[config.mk]
export PLATFORM = sky130hd
export DESIGN_NAME = serial_adder
export DESIGN_NICKNAME = d
export VERILOG_FILES = /design/src/rtl/serial_adder.sv
export SDC_FILE = /design/constraint.sdc
export NUM_CORES = 1
export LEC_CHECK = 0
export CORE_ASPECT_RATIO = 1.5
export CORE_MARGIN = 4
export CORE_UTILIZATION = 57
export CTS_BUF_LIST = sky130_fd_sc_hd__clkbuf_8
export DETAILED_ROUTE_END_ITERATION = 12
export PLACE_DENSITY = 0.84
export SLEW_MARGIN = 20
export SYNTH_ARGS = -nofsm -noshare
export SYNTH_HDL_FRONTEND = slang
export SYNTH_SLANG_ARGS = --single-unit
[constraint.sdc]
create_clock -name clk -period 2.4 [get_ports clk]
set_input_delay 0.24 -clock clk [delete_from_list [all_inputs] [get_ports clk]]
set_output_delay 0.24 -clock clk [all_outputs]
set_load 0.005 [all_outputs]
[src/rtl/serial_adder.sv]
// rtl/serial_adder.sv - bit-serial WIDTH-bit adder, one full-adder slice per clock
// The slice is two half_adder cells plus an OR; a carry flop closes the loop.

module half_adder (
   input  logic i_a,
   input  logic i_b,
   output logic o_s,
   output logic o_c
);
   assign o_s = i_a ^ i_b;
   assign o_c = i_a & i_b;
endmodule

module serial_adder #(
   parameter int WIDTH = 8
) (
   input  logic             clk,
   input  logic             rst,
   input  logic             start,
   input  logic [WIDTH-1:0] a,
   input  logic [WIDTH-1:0] b,
   input  logic             cin,
   output logic             busy,
   output logic             done,
   output logic [WIDTH-1:0] sum,
   output logic             cout
);
   localparam int CW = $clog2(WIDTH) + 1;

   typedef enum logic [1:0] {
      S_IDLE  = 2'd0,
      S_SHIFT = 2'd1,
      S_DONE  = 2'd2
   } state_t;

   state_t           r_state;
   state_t           w_next;
   logic [WIDTH-1:0] r_sa;
   logic [WIDTH-1:0] r_sb;
   logic [WIDTH-1:0] r_acc;
   logic [WIDTH-1:0] r_sum;
   logic [WIDTH-1:0] w_acc_next;
   logic             r_carry;
   logic             r_cout;
   logic [CW-1:0]    r_cnt;
   logic             w_s0;
   logic             w_c0;
   logic             w_s;
   logic             w_c1;
   logic             w_c;
   logic             w_last;
   logic             w_accept;

   half_adder u_ha0 (.i_a(r_sa[0]), .i_b(r_sb[0]),   .o_s(w_s0), .o_c(w_c0));
   half_adder u_ha1 (.i_a(w_s0),    .i_b(r_carry),   .o_s(w_s),  .o_c(w_c1));

   assign w_c      = w_c0 | w_c1;
   assign w_last   = (r_cnt == CW'(WIDTH - 1));
   // DONE accepts a new start just like IDLE, giving back-to-back operation
   assign w_accept = start && (r_state != S_SHIFT);

   generate
      if (WIDTH == 1) begin : g_acc_one
         assign w_acc_next = w_s;
      end else begin : g_acc_many
         assign w_acc_next = {w_s, r_acc[WIDTH-1:1]};
      end
   endgenerate

   always_ff @(posedge clk or posedge rst) begin
      if (rst) begin
         r_state <= S_IDLE;
      end else begin
         r_state <= w_next;
      end
   end

   always_comb begin
      w_next = r_state;
      case (r_state)
         S_IDLE:  if (start) w_next = S_SHIFT;
         S_SHIFT: if (w_last) w_next = S_DONE;
         S_DONE:  w_next = start ? S_SHIFT : S_IDLE;
         default: w_next = S_IDLE;
      endcase
   end

   always_ff @(posedge clk or posedge rst) begin
      if (rst) begin
         r_sa    <= '0;
         r_sb    <= '0;
         r_acc   <= '0;
         r_carry <= 1'b0;
         r_cnt   <= '0;
         r_sum   <= '0;
         r_cout  <= 1'b0;
      end else begin
         if (w_accept) begin
            r_sa    <= a;
            r_sb    <= b;
            r_carry <= cin;
            r_cnt   <= '0;
         end else if (r_state == S_SHIFT) begin
            r_sa    <= r_sa >> 1;
            r_sb    <= r_sb >> 1;
            r_acc   <= w_acc_next;
            r_carry <= w_c;
            r_cnt   <= r_cnt + CW'(1);
            if (w_last) begin
               r_sum  <= w_acc_next;
               r_cout <= w_c;
            end
         end
      end
   end

   assign busy = (r_state == S_SHIFT);
   assign done = (r_state == S_DONE);
   assign sum  = r_sum;
   assign cout = r_cout;
endmodule

==> qor.txt, run 1 <==
CTS sink cnt -> 39
placed instance count -> 212
Synth async-reset ratio -> 1.00
M1 WL -> 1410 µm
Fin Hold WS -> 0.364 ns
first-pass GRT wire length -> 5980 µm
worst vdd ir -> 799 µV
die area -> 3870 µm²
reg2reg end -> sum[3]$_DFFE_PP0P_
Crit path depth -> 3
Synth cell types -> 19
met3 WL post-DR -> 201 µm
largest net degree at the start of global routing -> 45
vias in the first global route -> 1318
fmax -> 0.580 GHz
CP Launch Type -> flop
CP Capture Point -> busy
Logic area -> 648 µm²
Non-clk bufs -> 33
DR DRC count -> 0
crit path DAT -> 1.48 ns
worst-path fanout max -> 14
power consumption -> 2.40 mW
Die H -> 74.2 µm
via/cell ratio -> 5.27
Comb power frac -> 0.352
Non-Clock Inverter Count -> 3
top-count cell post-synth -> nand2_1
Area Growth Syn to Fin -> 25.4%
Chip Area, Yosys -> 1670 µm²
status -> completed
DP Worst Slack -> 0.803 ns
multi-input gates -> 100
layer with the highest usage -> met2
critical path launch point -> r_state[1]$_DFFE_PP0P_
vias post-DR -> 1160
antenna violations before repair -> 0
fin area -> 2090 µm²
Global Route Usage Sum -> 0.213
combinational power -> 0.847 mW
met3 Use GR -> 0.0762
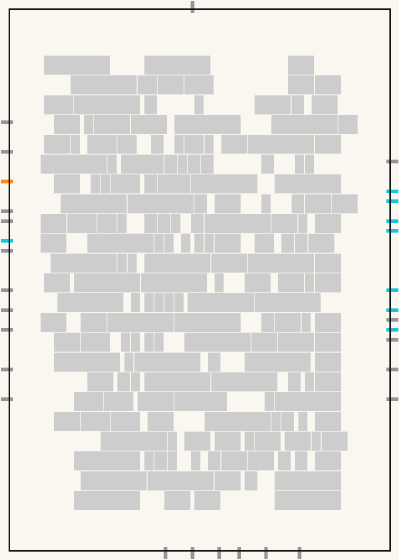
*Pin map, run 1*
Pins as bars across the die edge, other pins in grey.
rst -> orange  # pins 1, direction input, edge left
a -> cyan  # pins 8, direction input, edge 7 right, 1 left

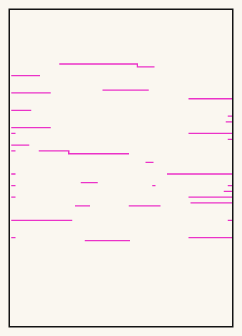
*Signal wires on met3, run 1*
share of all routed wire = 6.1%
nets with wire on the layer = 28
main direction = horizontal

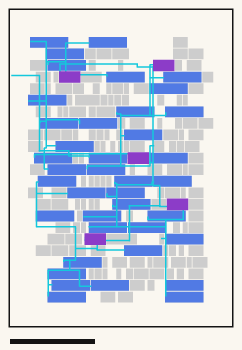
*Routed clock nets over the placement, run 1*
Bar = 20 µm.
clock wires -> cyan  # length 458 µm
cells driving clock nets -> purple  # count 5
flip-flops -> blue  # count 39
routed clock nets = 6
clk_lat worst skew: 0.29 ns
Clk pwr share: 0.176
Clock net power: 0.424 mW
clk_skew: 0.00504 ns

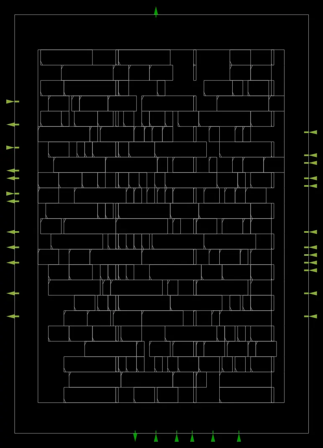
*Cell outlines without signal wires, run 1*
flop count: 39
final non-filler cell total: 220
row count: 23
Finished Core Util: 0.764

### Cell density map, run 1

The die is cut into 5 by 7 equal tiles; white is low, dark blue is high, 0 to 100% covered.
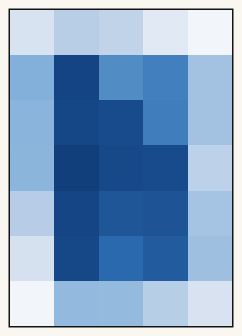

## Run 2: what changed since run 1
CORE_UTILIZATION = 53   (was 57)
PLACE_DENSITY = 0.79   (was 0.84)
clock period = 1.8 ns   (was 2.4 ns; I/O delays follow)
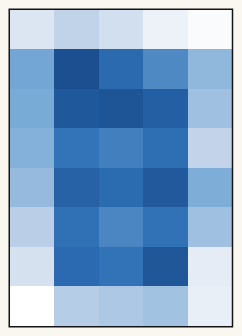
*Cell density map, run 2*
The die is cut into 5 by 8 equal tiles; white is low, dark blue is high, 0 to 100% covered.
densest ninth of the die = middle
fullest tile = 88%
nearly empty tiles = 2.5%
mean over tiles = 50%

==> qor.txt, run 2 <==
status -> completed
final non-filler cell total -> 222 (+0.91%)
Comb power frac -> 0.348 (-0.004)
Global Route Usage Sum -> 0.177 (-0.0360)
worst vdd ir -> 1130 µV (+42%)
Non-Clock Inverter Count -> 3 (unchanged)
Fin Hold WS -> 0.305 ns (-0.0589 ns)
synth warn -> 0
row count -> 24 (+4.3%)
Total Wirelength -> 3230 µm
Die H -> 76.7 µm (+3.3%)
multi-input gates -> 100 (unchanged)
Clock net power -> 0.680 mW (+60%)
cell area after synthesis -> 1670 µm²
worst-path fanout max -> 14 (unchanged)
crit path DAT -> 1.49 ns (about the same)
CP Launch Type -> flop
first-pass GRT wire length -> 5420 µm (-9.2%)
Chip Area, Yosys -> 1670 µm² (unchanged)
fmax -> 0.598 GHz
post-route minimum period -> 1.67 ns
CP Capture Point -> busy
I/O pin cnt -> 31
Crit path depth -> 3 (unchanged)
layer with the highest usage -> met2
via/cell ratio -> 5.37 (+1.8%)
largest net degree at the start of global routing -> 40 (-11%)
Non-clk bufs -> 34 (+3.0%)
Logic area -> 648 µm² (unchanged)
antenna violations before repair -> 0 (unchanged)
Clk pwr share -> 0.203 (+0.027)
Area Growth Syn to Fin -> 27.0%
power consumption -> 3.35 mW (+39%)
M1 WL -> 1360 µm (-3.8%)
combinational power -> 1.16 mW (+37%)
placed instance count -> 215 (+1.4%)
die area -> 4120 µm² (+6.5%)
critical path launch point -> r_state[1]$_DFFE_PP0P_
met3 Use GR -> 0.0562 (-0.0200)
Finished Core Util -> 0.712 (-0.0522)
met3 WL post-DR -> 178 µm (-11%)
fin area -> 2120 µm² (+1.3%)
vias post-DR -> 1192 (+2.8%)
Synth async-reset ratio -> 1.00 (unchanged)
Synth cell types -> 19 (unchanged)
wire per inst -> 14.5 µm
clk_skew -> 0.00499 ns (-0.0000421 ns)
reg2reg end -> sum[4]$_DFFE_PP0P_
clk_lat worst skew -> 0.28 ns (about the same)
Setup TNS -> 0 ns
DR DRC count -> 0 (unchanged)
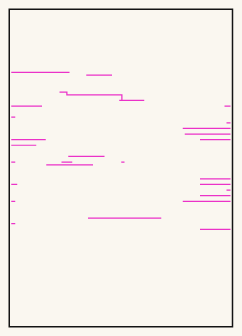
*Signal wires on met3, run 2*
nets with wire on the layer = 24
main direction = horizontal

### Pin map, run 2

Pins as bars across the die edge, other pins in grey.
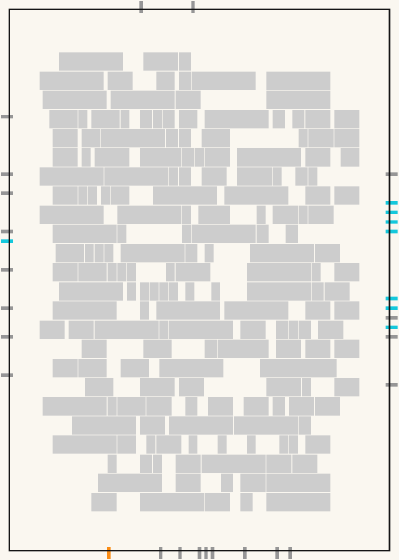

## Run 3: what changed since run 2
PLACE_DENSITY = 0.82   (was 0.79)
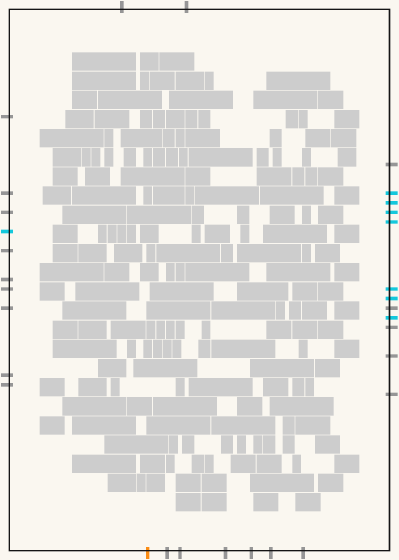
*Pin map, run 3*
Pins as bars across the die edge, other pins in grey.
a -> cyan  # pins 8, direction input, edge 7 right, 1 left
rst -> orange  # pins 1, direction input, edge bottom
all pins by edge = 12 right, 10 left, 7 bottom, 2 top
width of the die: 53.8 µm
I/O Buffers: 30
Die H: 76.7 µm

==> qor.txt, run 3 <==
status -> completed
Crit path depth -> 3 (unchanged)
via/cell ratio -> 5.12 (-4.6%)
fin area -> 2100 µm² (-1.0%)
tap cells -> 39
first-pass GRT wire length -> 5580 µm (+2.9%)
Finished Core Util -> 0.705 (-0.00716)
layer with the highest usage -> met2
cell area after synthesis -> 1670 µm² (unchanged)
Non-clk bufs -> 34 (unchanged)
fmax -> 0.591 GHz (-1.1%)
wire per inst -> 14.4 µm (-0.85%)
Logic area -> 648 µm² (unchanged)
CTS clock-pin slew for the worst setup and hold paths -> 0.07 ns
# fillers -> 221
combinational power -> 1.16 mW (about the same)
vias post-DR -> 1142 (-4.2%)
final non-filler cell total -> 223 (+0.45%)
CP Launch Type -> flop
Synth async-reset ratio -> 1.00 (unchanged)
Chip Area, Yosys -> 1670 µm² (unchanged)
synth warn -> 0 (unchanged)
Setup TNS -> 0 ns (unchanged)
Flop pwr share -> 0.469
fraction of layout instances using a drive strength above 1 -> 0.120
Inserted Diodes -> 0
clk_skew -> 0.00852 ns (+0.00353 ns)
critical path launch point -> r_state[1]$_DFFE_PP0P_
final number of max-transition violations -> 0
Seq/Total Area, Yosys -> 0.586
worst vdd ir -> 1070 µV (-5.7%)
placed instance count -> 215 (unchanged)
LEAKAGE -> 0.986 nW
met3 Use GR -> 0.0659 (+0.00969)
DR DRC count -> 0 (unchanged)
antenna violations before repair -> 0 (unchanged)
XOR/XNOR Area Share -> 0
worst-path fanout max -> 14 (unchanged)
post-cts resize count -> 0
Synth cell types -> 19 (unchanged)
Fin Hold WS -> 0.314 ns (+0.00966 ns)
die area -> 4120 µm² (unchanged)
multi-input gates -> 100 (unchanged)
Comb power frac -> 0.361 (+0.013)
reg2reg end -> sum[7]$_DFFE_PP0P_
# hold bufs at CTS -> 0
crit path DAT -> 1.51 ns (+0.02 ns)
syn nets -> 171
row count -> 24 (unchanged)
clk_lat worst skew -> 0.29 ns (about the same)
post-route minimum period -> 1.69 ns (+0.0192 ns)
Total Wirelength -> 3210 µm (-0.40%)
CP Capture Point -> busy
crit share post-route -> 0.939
Non-Clock Inverter Count -> 3 (unchanged)
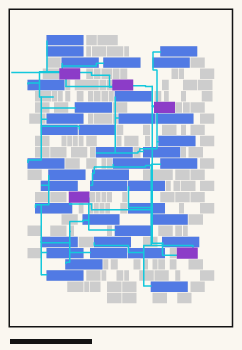
*Routed clock nets over the placement, run 3*
Bar = 20 µm.
Clock net power: 0.547 mW
Clk pwr share: 0.170

Power is estimated from default activity; no workload was simulated.
